Fig. 1: drive-strength map
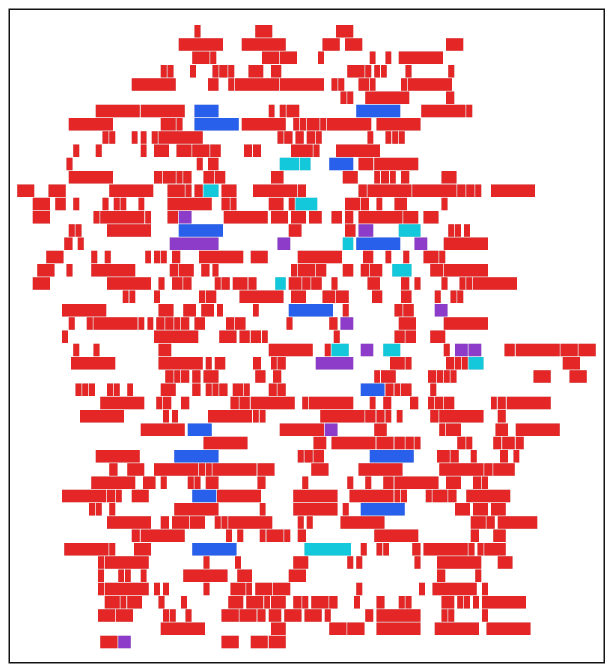
Fig. 2: clock distribution
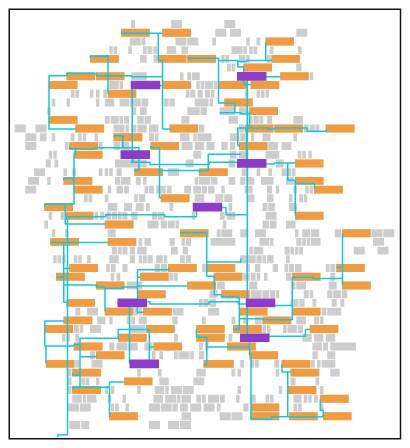
--- src/rtl/uart_pkg.sv ---
// Shared definitions for the UART framer and the future receiver.
package uart_pkg;

  localparam int MIN_DATA_W   = 5;
  localparam int MIN_BAUD_DIV = 2;

  typedef enum logic [2:0] {
    IDLE,
    START,
    DATA,
    PARITY,
    STOP1,
    STOP2
  } uart_state_e;

  // {stick, ohel} selects the parity flavour
  typedef enum logic [1:0] {
    PAR_EVEN  = 2'b00,
    PAR_ODD   = 2'b01,
    PAR_SPACE = 2'b10,
    PAR_MARK  = 2'b11
  } par_mode_e;

  function automatic par_mode_e par_mode(input logic stick, input logic ohel);
    return par_mode_e'({stick, ohel});
  endfunction

endpackage

--- src/rtl/uart_parity_gen.sv ---
// Parity bit over the low len_i bits of a data word; shared with the receiver.
module uart_parity_gen
  import uart_pkg::*;
#(
  parameter int DATA_W = 8,
  parameter int LEN_W  = 5
) (
  input  logic [DATA_W-1:0] data_i,
  input  logic [LEN_W-1:0]  len_i,
  input  logic              ohel_i,
  input  logic              stick_i,
  output logic              parity_o
);

  logic x;

  // XOR of the bits that actually go on the line
  always_comb begin
    x = 1'b0;
    for (int i = 0; i < DATA_W; i++) begin
      if (i < int'(len_i)) x = x ^ data_i[i];
    end
  end

  // Map the XOR onto the selected parity flavour
  always_comb begin
    parity_o = 1'b0;
    case (par_mode(stick_i, ohel_i))
      PAR_EVEN:  parity_o = x;
      PAR_ODD:   parity_o = ~x;
      PAR_SPACE: parity_o = 1'b0;
      PAR_MARK:  parity_o = 1'b1;
      default:   parity_o = 1'b0;
    endcase
  end

endmodule

--- src/rtl/uart_tx_framer.sv ---
// UART transmit framer: double-buffered word in, start/data/parity/stop out.
//
// state  | meaning
// -------+-----------------------------------------------
// IDLE   | line high, waiting for a full holding register
// START  | start bit (0)
// DATA   | data bits LSB first, bit_q counts 0..len-1
// PARITY | parity bit from the captured word
// STOP1  | first stop bit (1)
// STOP2  | second stop bit (1), only when two_stop captured
module uart_tx_framer
  import uart_pkg::*;
#(
  parameter int DATA_W = 8,
  parameter int LEN_W  = 5,
  parameter int DIV_W  = 16
) (
  input  logic              clk,
  input  logic              reset_n,
  input  logic [DIV_W-1:0]  baud_div,
  input  logic [LEN_W-1:0]  data_len,
  input  logic              pen,
  input  logic              ohel,
  input  logic              stick,
  input  logic              two_stop,
  input  logic              load,
  input  logic [DATA_W-1:0] ldata,
  output logic              txrdy,
  output logic              busy,
  output logic              tx,
  output logic              tx_done,
  output logic              load_err
);

  localparam logic [LEN_W-1:0] LEN_MIN = LEN_W'(MIN_DATA_W);
  localparam logic [LEN_W-1:0] LEN_MAX = LEN_W'(DATA_W);
  localparam logic [DIV_W-1:0] DIV_MIN = DIV_W'(MIN_BAUD_DIV);

  // holding register and its configuration snapshot
  logic              hold_full_q, hold_full_d;
  logic [DATA_W-1:0] hold_data_q, hold_data_d;
  logic [LEN_W-1:0]  hold_len_q, hold_len_d;
  logic [DIV_W-1:0]  hold_div_q, hold_div_d;
  logic              hold_pen_q, hold_pen_d;
  logic              hold_two_q, hold_two_d;
  logic              hold_par_q, hold_par_d;

  // frame in progress
  uart_state_e       state_q, state_d;
  logic [DIV_W-1:0]  baud_q, baud_d;
  logic [LEN_W-1:0]  bit_q, bit_d;
  logic [DATA_W-1:0] shift_q, shift_d;
  logic [LEN_W-1:0]  cur_len_q, cur_len_d;
  logic [DIV_W-1:0]  cur_div_q, cur_div_d;
  logic              cur_pen_q, cur_pen_d;
  logic              cur_two_q, cur_two_d;
  logic              cur_par_q, cur_par_d;
  logic              tx_q, tx_d;
  logic              load_err_q, load_err_d;

  logic [LEN_W-1:0]  len_clamped;
  logic [DIV_W-1:0]  div_clamped;
  logic              par_bit;
  logic              accept;
  logic              last_tick;
  logic              last_stop;
  logic              frame_end;
  logic              xfer;

  // Clamp the live configuration before it is captured
  always_comb begin
    len_clamped = data_len;
    if (data_len < LEN_MIN) begin
      len_clamped = LEN_MIN;
    end else if (data_len > LEN_MAX) begin
      len_clamped = LEN_MAX;
    end
    div_clamped = (baud_div < DIV_MIN) ? DIV_MIN : baud_div;
  end

  // Parity is resolved at capture time so ohel/stick need not be held
  uart_parity_gen #(
    .DATA_W (DATA_W),
    .LEN_W  (LEN_W)
  ) u_parity (
    .data_i   (ldata),
    .len_i    (len_clamped),
    .ohel_i   (ohel),
    .stick_i  (stick),
    .parity_o (par_bit)
  );

  // Frame-boundary and handshake decode from registered state only
  always_comb begin
    accept    = load && !hold_full_q;
    last_tick = (baud_q == '0);
    last_stop = (state_q == STOP2) || ((state_q == STOP1) && !cur_two_q);
    frame_end = last_stop && last_tick;
    xfer      = hold_full_q && ((state_q == IDLE) || frame_end);
  end

  // Next-state logic for holding register, FSM and serial datapath
  always_comb begin
    hold_full_d = hold_full_q;
    hold_data_d = hold_data_q;
    hold_len_d  = hold_len_q;
    hold_div_d  = hold_div_q;
    hold_pen_d  = hold_pen_q;
    hold_two_d  = hold_two_q;
    hold_par_d  = hold_par_q;
    state_d     = state_q;
    baud_d      = baud_q;
    bit_d       = bit_q;
    shift_d     = shift_q;
    cur_len_d   = cur_len_q;
    cur_div_d   = cur_div_q;
    cur_pen_d   = cur_pen_q;
    cur_two_d   = cur_two_q;
    cur_par_d   = cur_par_q;
    tx_d        = 1'b1;
    load_err_d  = load && hold_full_q;

    // accept and xfer are exclusive: accept needs empty, xfer needs full
    if (xfer) begin
      hold_full_d = 1'b0;
    end
    if (accept) begin
      hold_full_d = 1'b1;
      hold_data_d = ldata;
      hold_len_d  = len_clamped;
      hold_div_d  = div_clamped;
      hold_pen_d  = pen;
      hold_two_d  = two_stop;
      hold_par_d  = par_bit;
    end

    if (xfer) begin
      state_d   = START;
      baud_d    = hold_div_q - DIV_W'(1);
      bit_d     = '0;
      shift_d   = hold_data_q;
      cur_len_d = hold_len_q;
      cur_div_d = hold_div_q;
      cur_pen_d = hold_pen_q;
      cur_two_d = hold_two_q;
      cur_par_d = hold_par_q;
    end else if (state_q != IDLE) begin
      if (!last_tick) begin
        baud_d = baud_q - DIV_W'(1);
      end else begin
        baud_d = cur_div_q - DIV_W'(1);
        case (state_q)
          START: begin
            state_d = DATA;
            bit_d   = '0;
          end
          DATA: begin
            shift_d = shift_q >> 1;
            if (bit_q == cur_len_q - LEN_W'(1)) begin
              state_d = cur_pen_q ? PARITY : STOP1;
            end else begin
              bit_d = bit_q + LEN_W'(1);
            end
          end
          PARITY:  state_d = STOP1;
          STOP1:   state_d = cur_two_q ? STOP2 : IDLE;
          STOP2:   state_d = IDLE;
          default: state_d = IDLE;
        endcase
      end
    end

    case (state_d)
      START:   tx_d = 1'b0;
      DATA:    tx_d = shift_d[0];
      PARITY:  tx_d = cur_par_d;
      default: tx_d = 1'b1;
    endcase
  end

  // Holding register
  always_ff @(posedge clk or negedge reset_n) begin
    if (!reset_n) begin
      hold_full_q <= 1'b0;
      hold_data_q <= '0;
      hold_len_q  <= '0;
      hold_div_q  <= '0;
      hold_pen_q  <= 1'b0;
      hold_two_q  <= 1'b0;
      hold_par_q  <= 1'b0;
    end else begin
      hold_full_q <= hold_full_d;
      hold_data_q <= hold_data_d;
      hold_len_q  <= hold_len_d;
      hold_div_q  <= hold_div_d;
      hold_pen_q  <= hold_pen_d;
      hold_two_q  <= hold_two_d;
      hold_par_q  <= hold_par_d;
    end
  end

  // FSM state, counters, shifter and registered outputs
  always_ff @(posedge clk or negedge reset_n) begin
    if (!reset_n) begin
      state_q    <= IDLE;
      baud_q     <= '0;
      bit_q      <= '0;
      shift_q    <= '0;
      cur_len_q  <= '0;
      cur_div_q  <= '0;
      cur_pen_q  <= 1'b0;
      cur_two_q  <= 1'b0;
      cur_par_q  <= 1'b0;
      tx_q       <= 1'b1;
      load_err_q <= 1'b0;
    end else begin
      state_q    <= state_d;
      baud_q     <= baud_d;
      bit_q      <= bit_d;
      shift_q    <= shift_d;
      cur_len_q  <= cur_len_d;
      cur_div_q  <= cur_div_d;
      cur_pen_q  <= cur_pen_d;
      cur_two_q  <= cur_two_d;
      cur_par_q  <= cur_par_d;
      tx_q       <= tx_d;
      load_err_q <= load_err_d;
    end
  end

  assign txrdy    = ~hold_full_q;
  assign busy     = (state_q != IDLE);
  assign tx       = tx_q;
  assign tx_done  = frame_end;
  assign load_err = load_err_q;

endmodule
--- config.mk ---
export PLATFORM = sky130hd
export DESIGN_NAME = uart_tx_framer
export DESIGN_NICKNAME = d
export VERILOG_FILES = /design/src/rtl/uart_pkg.sv /design/src/rtl/uart_parity_gen.sv /design/src/rtl/uart_tx_framer.sv
export SDC_FILE = /design/constraint.sdc
export NUM_CORES = 1
export LEC_CHECK = 0
export CORE_ASPECT_RATIO = 1.1
export CORE_UTILIZATION = 30
export DETAILED_ROUTE_END_ITERATION = 8
export PLACE_DENSITY_LB_ADDON = 0.15
export REMOVE_ABC_BUFFERS = 1
export SKIP_LAST_GASP = 1
export SYNTH_ARGS = -nofsm -noshare
export SYNTH_HDL_FRONTEND = slang
export SYNTH_SLANG_ARGS = --single-unit
export TNS_END_PERCENT = 30
--- constraint.sdc ---
create_clock -name clk -period 9.9 [get_ports clk]
set_input_delay 1.98 -clock clk [delete_from_list [all_inputs] [get_ports clk]]
set_output_delay 1.98 -clock clk [all_outputs]
set_load 0.05 [all_outputs]
==> results.txt <==
outcome -> finished, final reports clean
Core ar. -> 0.0152 sq mm
Final setup viols -> 0
Critical Path Start Type -> flip-flop
FP Rows -> 47
crit path capture -> tx_done
TritonCTS clock tree -> yes
Top cell excl fill/tap -> nand2_1
worst reg2reg endpoint -> baud_q[8]
syn avg cell area -> 8.63 sq um
setup slack after layout -> 4700 ps
largest net degree at the start of global routing -> 61
H-tree depth -> 3
synth cell count leaders -> 171 x nand2_1, 90 x dfrtp_1, 33 x nor2_1
Crit. End Element -> output pin
WL per Instance -> 15.8 um
CP max FO -> 6
Worst Tran Pin Value -> 1060 ps
top achievable clock speed -> 192 MHz
Leakage -> 0.00250 uW
MUX share of area -> 0.0278
R2R Setup Slk -> 5570 ps
CTS Buf Count -> 9
Clock Path Buffers -> 2
first-pass GRT wire length -> 20.8 mm
number of global-route vias before repair -> 3956
cells after synthesis -> 547
hold_buf cts -> 0
Setup WS pre-CTS -> 5090 ps
crit path time final -> 5200 ps
CTS resizes -> 0
FFs w/ async S/R, synth -> 1.00
tool warnings -> 25
worst reg2reg path startpoint -> baud_q[13]
MaxCap Viol Count -> 0
Diodes inserted -> 0
Seq share, synth -> 0.483
gpl congestion -> 0.818
pwr dens -> 211 mW/mm^2
gr usage total -> 0.166
DRT Pass-1 Iters -> 4
antenna-violating nets left -> 0
total design power -> 1190 uW
layout cells sized above 1 -> 0.0663
Crit Path Class -> flip-flop to output pin
Synth flops -> 91
R2R cell count -> 12
GR Overflow Total -> 0
flip-flops with a built-in enable -> 0
initial antenna violation count -> 0
final core utilization -> 0.371
Routed WL -> 12.4 mm
clk slew on worst S/H paths -> 70 ps
CP startpoint -> baud_q[13]
I/O pin total -> 41
FP Util -> 0.310
Synth warnings -> 0
Post-Synthesis Cell Area -> 0.00472 sq mm
CTS Sinks -> 91
max-slew violations -> 0
Post-CTS Repair Setup Buffers -> 0
worst clock skew -> 5.70 ps
RSZ-0062 raised after global routing -> no
Final Hold Vio Count -> 0
most frequent cell after synthesis -> nand2_1
Hold Path Class -> flip-flop to flip-flop
XOR Share, Synth -> 0.0474
clock insertion delay at the later pin of the skew report -> 350 ps
Slew headroom -> 0.292
Yosys top cell by area -> dfrtp_1
Layout Nets -> 622
DRC violation count after routing -> 0
most frequent cells in the layout -> 171 x nand2_1, 90 x dfrtp_1, 39 x clkdlybuf4s50_1, 33 x nor2_1, 31 x o21ai_0
synth unique cells -> 63
aoi share -> 0.147
Vias per Instance -> 5.01
simple share -> 0.258
chip height -> 134 um
DR iter-0 viols -> 217
Top logic family -> simple AND/OR/NAND/NOR gates
Top area cell types -> dfrtp_1 48%, nand2_1 14%, o21ai_0 3.3%
critical path required time -> 7920 ps
total die size -> 0.0162 sq mm
Setup TNS -> 0 ps
Layout area overhead -> 19.6%
final worst-path cycle share -> 0.525
chip area in the Yosys report -> 0.00472 sq mm
yosys cell count -> 547
PortBufs -> 40
die width -> 122 um
DP HPWL -> 8.45 mm
top_reg_cell synth -> dfrtp_1
CTS Root Cell -> clkbuf_16
area share, top type -> 0.477
critical path arrival -> 3220 ps
Max VDD drop -> 0.0773 mV
via count -> 3929
yosys adder share -> 0.00795
About Fig. 1:
- x3 and x4: purple (cells 13)
- x2: cyan (cells 12)
- x6 and larger: blue (cells 14)
- x1 and smaller: red (cells 549)

About Fig. 2:
- clock wires: cyan (length 1290 um)
- clock-net drivers: purple (count 9)
- flip-flops: orange (count 91)
- routed clock nets: 10

-- per-layer routing --
layer | GRT usage | part of all wire
met5 | 0 | 0
met4 | 0.0700 | 0.025
met3 | 0.0244 | 0.025
met2 | 0.260 | 0.46
met1 | 0.227 | 0.49
-- worst max-delay path: stages, from the launching register on --
cell	delay, ps
dfrtp_1	400
or4_1	590
or4_1	590
nor2_1	210
and4_1	260
clkdlybuf4s50_1	820
-- area by class of cell --
cell class	count	area, sq um
Fill cell	1534	9580
Multi-Input combinational cell	421	2310
Sequential cell	91	2280
Timing Repair Buffer	48	458
Clock buffer	14	294
Tap cell	196	245
Inverter	12	45.0
Clock inverter	2	16.3
-- per-stage QoR --
step | instances | area, sq um | hold slack, ps
after global placement | 768 | 5340 | 451
after CTS | 784 | 5650 | 473
after global routing | 784 | 5650 | 497
after floorplan | 524 | 4630 | 438
final | 784 | 5650 | 471
after detailed placement | 768 | 5340 | 460
-- state kept, by name, summed over array words and instances (netlist names), 3 cells and up --
name	flops
hold_data_q	8
hold_len_q	5
state_q	3
baud_q	16
bit_q	5
cur_len_q	5
shift_q	8
cur_div_q	16
hold_div_q	16
-- worst min-delay path by stage --
stage,to,cells past startpoint,from,slack [ps]
6_report,cur_len_q[4],2,hold_len_q[4],470
5_1_grt,shift_q[2],2,shift_q[2],500
4_1_cts,cur_len_q[4],2,hold_len_q[4],470
3_5_place_dp,cur_len_q[4],2,hold_len_q[4],460
3_3_place_gp,cur_len_q[4],2,hold_len_q[4],450
2_1_floorplan,cur_len_q[4],2,hold_len_q[4],440
-- power by group --
part	leakage (uW)	total [uW]	internal (uW)	switching, uW
Clock	0.000151	350	205	145
Sequential	0.00114	554	467	86.3
Combinational	0.00121	289	124	165
Power and IR drop assume default switching activity.
